==> images/cell_classes.png <==
(1 px per um)
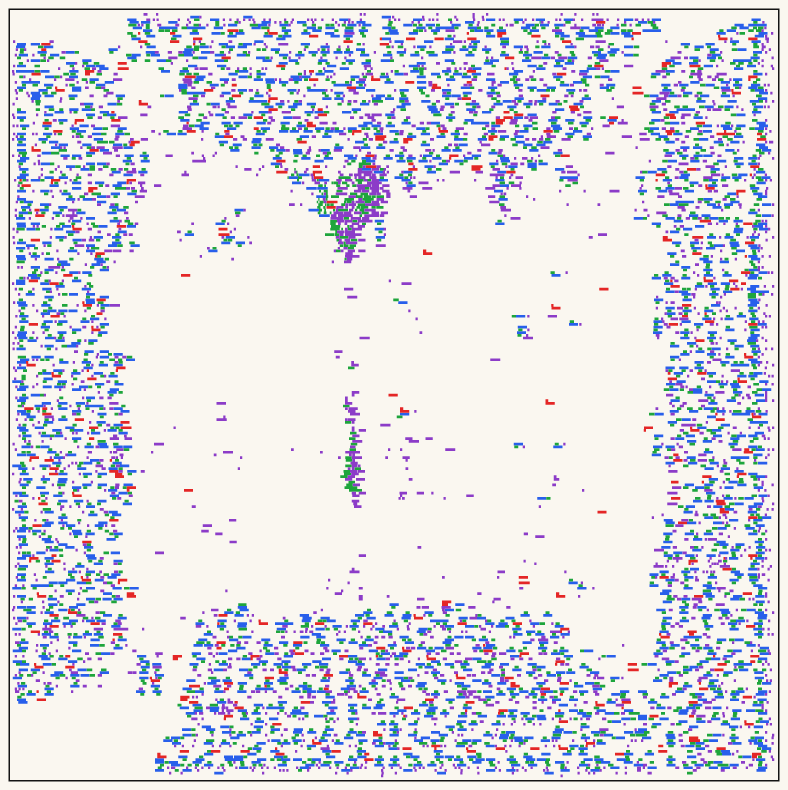
==> images/final_clocks.png <==
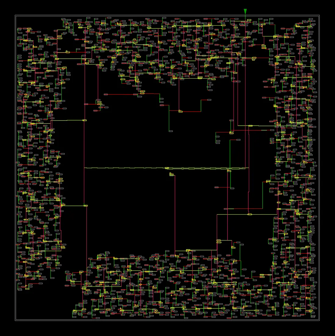
==> images/clock_map.png <==
(1 px per um)
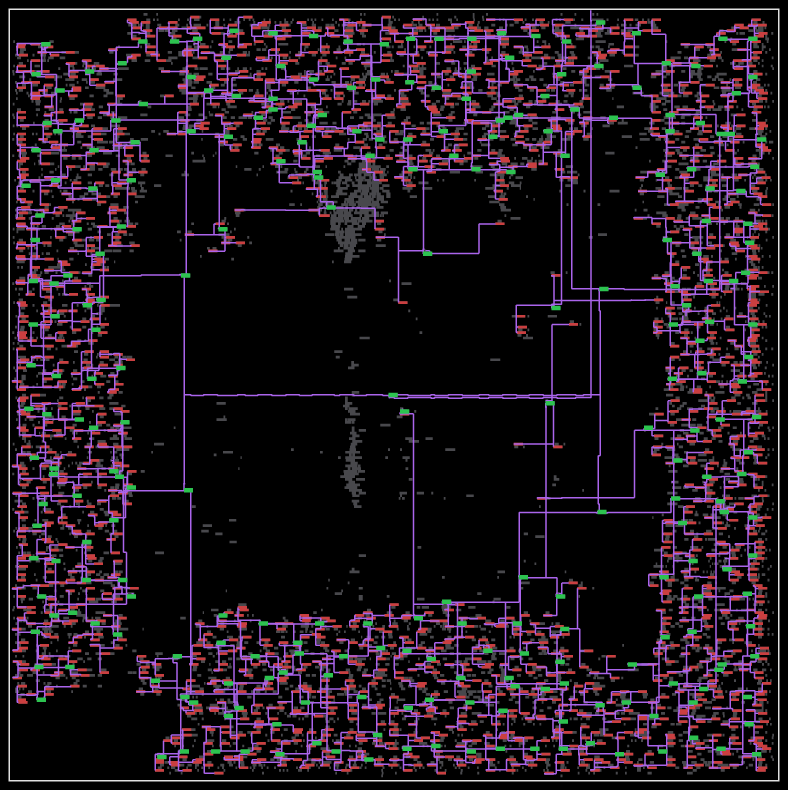
==> images/port_nets.png <==
(1 px per um)
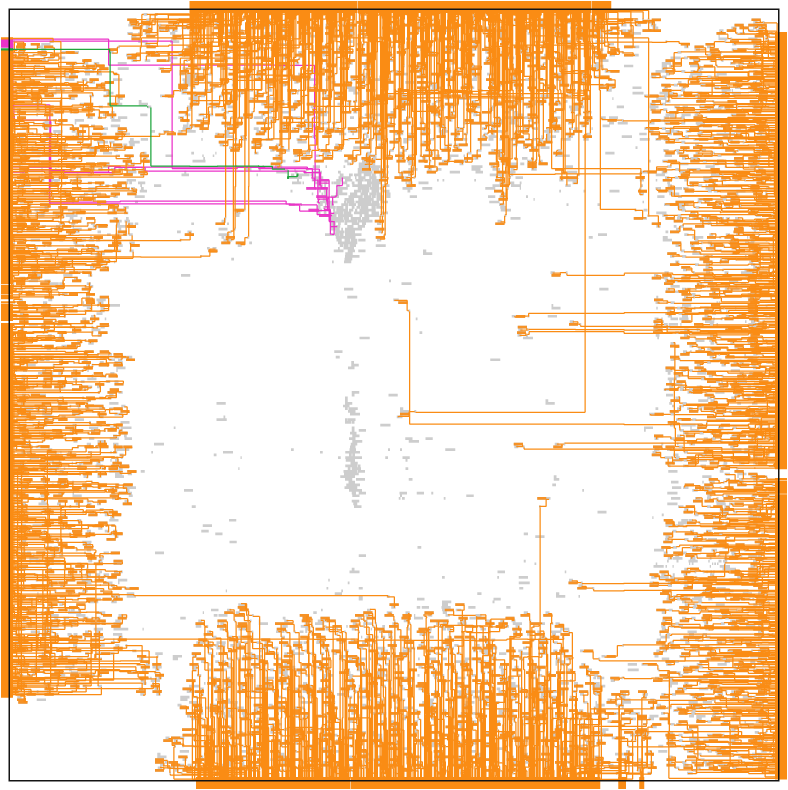
==> images/met3.png <==
(1 px per um) Cells faint in the background.
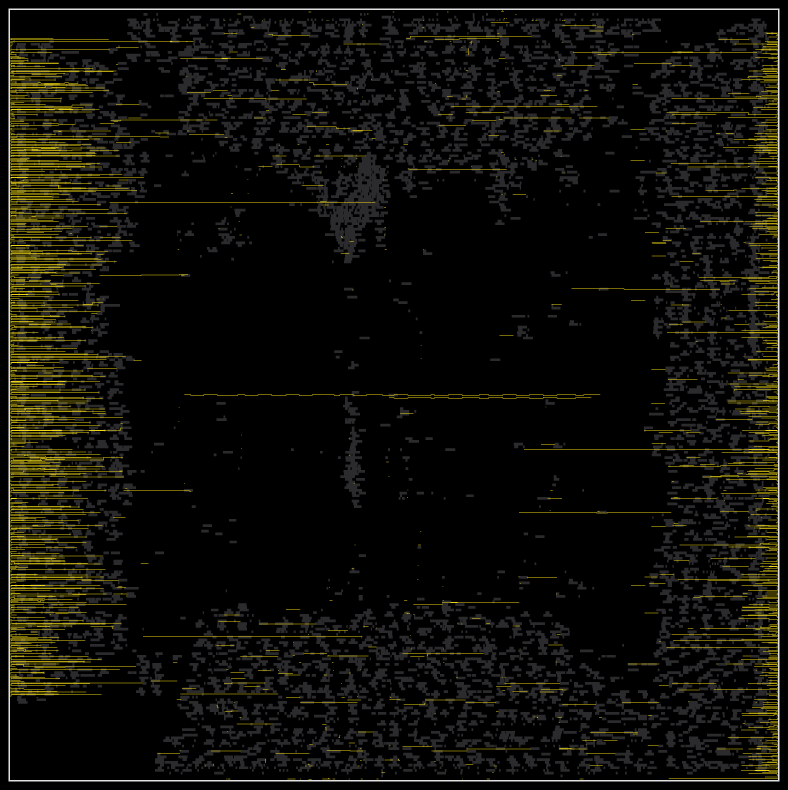
File: src/rtl/cpu_input_vector_loader.sv
// cpu_input_vector_loader
//
// Packs a stream of WORD_W-bit words, LSB-first, into a registered VEC_W-bit
// vector. The vector is then offered to the per-bit evaluators over a
// valid/ready handshake. A frame that has been offered is never retracted. The
// next fill starts only after the consumer has taken the frame.
//
// Optional feature macro: LOADER_PARITY_EN
//   When defined, each accepted word is checked for even parity against
//   in_par. A frame that contains any bad word is dropped at its last word,
//   and err pulses for one cycle.
//   When undefined, in_par is ignored and err stays low.
//
// Outputs in_ready and vec_valid come straight from flops, so there is no
// combinational path from in_valid or vec_ready to them.

module cpu_input_vector_loader #(
    parameter  int VEC_W   = 1894,
    parameter  int WORD_W  = 32,
    localparam int N_WORDS = (VEC_W + WORD_W - 1) / WORD_W
) (
    input  logic              clk,
    input  logic              rst_n,
    input  logic              in_valid,
    output logic              in_ready,
    input  logic [WORD_W-1:0] in_data,
    input  logic              in_par,
    input  logic              flush,
    output logic              vec_valid,
    input  logic              vec_ready,
    output logic [VEC_W-1:0]  vec,
    output logic [5:0]        word_cnt,
    output logic              err
);

    // state  | meaning
    // S_FILL | accepting words into vec, vec_valid low
    // S_FULL | complete frame offered, input stalled
    typedef enum logic {
        S_FILL = 1'b0,
        S_FULL = 1'b1
    } state_t;

    localparam logic [5:0] LAST_IDX = 6'(N_WORDS - 1);

    state_t             state_q;
    logic [5:0]         word_cnt_q;
    logic               in_ready_q;
    logic               vec_valid_q;
    logic               err_q;
    logic               par_flag_q;
    logic [VEC_W-1:0]   vec_q;
    logic [VEC_W-1:0]   vec_d;

    logic               word_hs;
    logic               word_wr;
    logic               word_bad;
    logic               frame_bad;
    logic               last_word;

    // in_ready_q is only high in S_FILL, so a handshake always belongs to a fill.
    assign word_hs   = in_valid & in_ready_q;
    assign word_wr   = word_hs & ~flush;
    assign last_word = (word_cnt_q == LAST_IDX);

`ifdef LOADER_PARITY_EN
    // The word plus its parity bit must XOR to zero (even parity).
    assign word_bad = ^{in_data, in_par};
`else
    logic unused_par;
    assign unused_par = in_par;
    assign word_bad   = 1'b0;
`endif

    // The frame is bad if an earlier word failed or the current word fails.
    assign frame_bad = par_flag_q | word_bad;

    // Each word slot owns a disjoint slice of the vector. The last slot is
    // clipped to the bits that remain, and its upper input bits are ignored.
    for (genvar w = 0; w < N_WORDS; w++) begin : g_slot
        localparam int LO = w * WORD_W;
        localparam int SW = ((VEC_W - LO) < WORD_W) ? (VEC_W - LO) : WORD_W;

        assign vec_d[LO +: SW] = (word_wr && (word_cnt_q == 6'(w)))
                                 ? in_data[SW-1:0]
                                 : vec_q[LO +: SW];
    end

    // Vector storage: update only the slot being written, keep the rest.
    always_ff @(posedge clk or negedge rst_n) begin
        if (!rst_n) begin
            vec_q <= '0;
        end else begin
            vec_q <= vec_d;
        end
    end

    // Fill/offer sequencer with registered handshake outputs and the err pulse.
    always_ff @(posedge clk or negedge rst_n) begin
        if (!rst_n) begin
            state_q     <= S_FILL;
            word_cnt_q  <= '0;
            in_ready_q  <= 1'b1;
            vec_valid_q <= 1'b0;
            err_q       <= 1'b0;
            par_flag_q  <= 1'b0;
        end else begin
            err_q <= 1'b0;
            case (state_q)
                S_FILL: begin
                    if (flush) begin
                        // Flush wins over a word arriving in the same cycle.
                        word_cnt_q <= '0;
                        par_flag_q <= 1'b0;
                    end else if (word_hs) begin
                        if (last_word) begin
                            word_cnt_q <= '0;
                            par_flag_q <= 1'b0;
                            if (frame_bad) begin
                                // Drop the frame and restart the fill.
                                err_q <= 1'b1;
                            end else begin
                                state_q     <= S_FULL;
                                in_ready_q  <= 1'b0;
                                vec_valid_q <= 1'b1;
                            end
                        end else begin
                            word_cnt_q <= word_cnt_q + 6'd1;
                            par_flag_q <= frame_bad;
                        end
                    end
                end
                S_FULL: begin
                    // Flush is ignored here; only consumer acceptance releases the frame.
                    if (vec_ready) begin
                        state_q     <= S_FILL;
                        in_ready_q  <= 1'b1;
                        vec_valid_q <= 1'b0;
                    end
                end
                default: begin
                    state_q     <= S_FILL;
                    in_ready_q  <= 1'b1;
                    vec_valid_q <= 1'b0;
                end
            endcase
        end
    end

    assign in_ready  = in_ready_q;
    assign vec_valid = vec_valid_q;
    assign vec       = vec_q;
    assign word_cnt  = word_cnt_q;
    assign err       = err_q;

endmodule

File: config.mk
export PLATFORM = sky130hd
export DESIGN_NAME = cpu_input_vector_loader
export DESIGN_NICKNAME = d
export VERILOG_FILES = /design/src/rtl/cpu_input_vector_loader.sv
export SDC_FILE = /design/constraint.sdc
export NUM_CORES = 2
export LEC_CHECK = 0
export CAP_MARGIN = 15
export CORE_AREA = 2 2 766 768
export DETAILED_ROUTE_END_ITERATION = 12
export DIE_AREA = 0 0 768 770
export GPL_TIMING_DRIVEN = 0
export PLACE_DENSITY = 0.3
export SLEW_MARGIN = 20
export SYNTH_ARGS = -nofsm -noshare
export SYNTH_HDL_FRONTEND = slang
export SYNTH_SLANG_ARGS = --single-unit
File: constraint.sdc
create_clock -name clk -period 2.2 [get_ports clk]
set_input_delay 0.22 -clock clk [delete_from_list [all_inputs] [get_ports clk]]
set_output_delay 0.22 -clock clk [all_outputs]
set_load 0.1 [all_outputs]
==> impl_metrics.csv <==
group,metric,value,unit
status,status,"complete, but fails checks",
status,failed_checks,"negative hold slack, negative setup slack",
finish,fin_nets,6873,
global_routing,grt_max_degree,133,
finish,lay_top_cells,"1896 x dfrtp_1, 1356 x mux2_2, 1123 x clkbuf_2",
global_routing,antenna_found_initial,81,
setup_path,cp-end-kind,"flip-flop",
finish,register_area,47600,sq um
setup_path,startpoint_type,"flip-flop",
pwr,power_density,831,nW/um^2
yosys,ys_cells,4321,
finish,area_growth,54.5,%
drt,drt_iter0_drc,1686,
placed_design,place.gp.congestion,0.753,
pwr,max-vdd-ir-drop,0.000577,V
sta,slew_headroom,24.1,%
yosys,synth.distinct_cells,48,
sta,min_period,2.42,ns
pwr,p_comb,14200,uW
finish,final_cells,14800,
setup_path,r2r_cells,8,
placed_design,dp_cells,14100,
global_routing,grt_pass1_wl,592000,um
die,die_y,770,um
yosys,yosys_warnings,0,
setup_path,cp-startpoint,"in_ready$_DFFE_PN1P_",
yosys,netlist_area,73900,sq um
finish,comb_area,24500,sq um
setup_path,r2r_slack,-0.22,ns
die,die_x,768,um
drt,drcViolationCount,0,
setup_path,r2r_end,"vec[601]$_DFFE_PN0P_",
flow_run,max-cap-violations,0,
setup_path,crit_top_cell,"buf_12",
clocking,hold_buffers,41,
setup_path,cp_max_fo,8,
yosys,async_flop_share,100,%
yosys,synth-seq-cells,1903,
die,rows,281,
die,fp_util,12.7,%
global_routing,grt_overflow_total,0,
finish,layout_top_cell,"dfrtp_1",
pwr,top_power_group,"the clock network",
placed_design,placed_cell_area,104000,sq um
finish,fillers,63100,
finish,stdcell_area,114000,sq um
setup_path,crit_cells,8,
clocking,cts_made_buffers,271,
setup_path,crit_chain,"nand2_4 -> or3_4 -> buf_12 -> buf_12 -> nor2_4 -> buf_12 -> clkbuf_16 -> mux2_4",
pwr,power.internal,64300,uW
clocking,clk_pin_slew,0.05,ns
placed_design,io_buffers,1906,
yosys,syn_inst,4321,
sta,final_hold_viol_count,329,
clocking,root_buffer,"clkbuf_16",
setup_path,cp-endpoint,"vec[601]$_DFFE_PN0P_",
sta,holdWs,-0.777,ns
pwr,pwr-share-clk,46.4,%
setup_path,timing.rr.start,"in_ready$_DFFE_PN1P_",
clocking,clock_path_buffers,4,
flow_run,tool_warnings,64,
clocking,postCtsResizedCells,3660,
global_routing,grt_use_total,15.2,%
setup_path,crit_buf_inv,4,
yosys,ys_chip_area,73900,sq um
pwr,combPwrFrac,15.0,%
sta,worstMarginPinSlew,1.14,ns
yosys,edf_count,0,
yosys,yosys.stat.seqShare,64.4,%
die,dieArea,591000,sq um
clocking,cts_tree,"done",
setup_path,path_delay_family,"buffers and inverters",
finish,fin_util,19.6,%
setup_path,cp_data_required_time,3.00,ns
placed_design,pre_cts_ws,-1.57,ns
yosys,flop_cell,"dfrtp_1",
clocking,htreeDepth,5,
setup_path,arrival,3.23,ns
sta,finalCritPeriodShare,110,%
drt,via_count,48900,
clocking,clock_latency,0.95,ns
pwr,powerSeq,36600,uW
pwr,swShare,32.3,%
setup_path,crit_path_max_incr_delay,0.65,ns
pwr,pwr-share-seq,38.6,%
sta,grt_setup_unrepaired,"yes",
die,coreArea,584000,sq um
yosys,synthesis.nets,4363,
pwr,leakagePower,0.0556,uW
drt,detail-route-antenna-nets,0,
finish,layout-drive-gt1-share,67.6,%
pwr,switching_power,30600,uW
drt,vias_per_cell,3.30,
worst_hold_path,hp-class,"in -> async",
sta,drv_slew,0,
sta,setup-violations-final,1254,
pwr,power,95000,uW
drt,dr.pass1.iters,5,
setup_path,crit_path_top_delay_cell,"dfstp_4",
yosys,syn_area_per_cell,17.1,sq um
clocking,cts_setup_buffers,106,
global_routing,grt_pass1_vias,51700,
setup_path,critPathKind,"reg -> reg",
placed_design,hpwl,357000,um
sta,max_clock_freq,413,MHz
drt,wl_per_cell,32.5,um
sta,setup_ws,-0.224,ns
drt,wl,482000,um
die,io_pins,1941,
sta,fin_tns_setup,-107.28,ns
pwr,p_clk,44100,uW
-- cell_classes.png (at the start) --
all other logic: shown in green, cells 2025, share of their area 23%. flip-flops: shown in blue, cells 1903, share of their area 46%. other buffers and delay cells: shown in purple, cells 2630, share of their area 23%. clock drivers and dummy loads: shown in red, cells 460, share of their area 8.3%.

-- final_clocks.png (at the start) --
Worst Skew: 0.0663 ns
clkbuf count: 392
sinks on the clock net: 1903

-- clock_map.png (at the start) --
clock wires: shown in purple, length 36.8 mm. flip-flops: shown in red, count 1903. cells driving clock nets: shown in green, count 271.
There are 272 routed clock nets. Position of the flops: spread over the die.

-- port_nets.png (at the start) --
`vec_ready`: shown in green, bits 1, direction input, end cells 2, buffers 2, wire 408 um. `vec`: shown in orange, bits 1894, direction output, end cells 1894, buffers 1894, wire 167 mm. `word_cnt`: shown in magenta, bits 6, direction output, end cells 6, buffers 6, wire 3070 um.

-- met3.png (at the start) --
The wires run mostly horizontal. The layer carries 37.4 mm of wire. The layer holds 7.8% of the routed length. 1243 nets have wire on it. The longest straight run is 265 um.

==> state kept, by name, summed over array words and instances, names as in the netlist <==
| signal | count |
|---|---|
| vec | 1894 |
| in_ready | 1 |
| state_q | 1 |
| word_cnt | 6 |
| vec_valid | 1 |
==> cell type report <==
type | count | share of cell area (%)
sequential | 1903 | 41.7
multi-input combinational | 2021 | 21.4
timing repair buffer | 2262 | 17.4
tap | 7782 | 8.53
clock buffer | 392 | 6.81
buffer | 368 | 3.25
clock inverter | 68 | 0.785
antenna | 46 | 0.101
inverter | 4 | 0.0131
==> cells in the mapped netlist, types with 2 or more instances <==
cell type	number	area, sq um
mux2_1	107	1200
buf_1	3	11.3
buf_12	31	621
a21oi_1	3	15.0
nor2_2	5	31.3
nor2_8	10	200
nor2_1	5	18.8
inv_1	4	15.0
buf_2	78	390
nor2_4	12	135
mux2_4	330	4950
ha_1	4	50.1
nor2b_1	3	18.8
clkbuf_1	202	758
nand2_2	3	18.8
buf_6	38	428
nand4_1	4	25.0
nand2_1	15	56.3
o211ai_1	2	15.0
o21ai_0	6	30.0
nand2b_1	7	43.8
nand3_4	18	315
buf_4	40	300
nand3_1	9	45.0
dfrtp_1	1902	47600
mux2_2	1458	16400
==> cells by family (layout without fill, tap and decap cells) <==
group                      after synthesis  count (layout)  synth area share [%]
AOI/OAI and AO/OA                       17              17                 0.147
adders and majority gates                4               4                0.0677
buffers and inverters                  397            3094                  3.43
DFF                                   1903            1903                  64.4
muxes                                 1895            1895                  30.5
other                                    1              47               0.00507
and+or+nand+nor                        104             104                  1.39
==> routing by layer <==
layer / vias to the layer above / wire [um] / global-route usage (%)
li1: 20300 / - / -
met1: 26300 / 194000 / 17.9
met2: 1844 / 237000 / 26.5
met3: 473 / 37400 / 5.33
met4: 0 / 12500 / 3.69
met5: - / 0 / 0
Power and IR drop assume default switching activity.
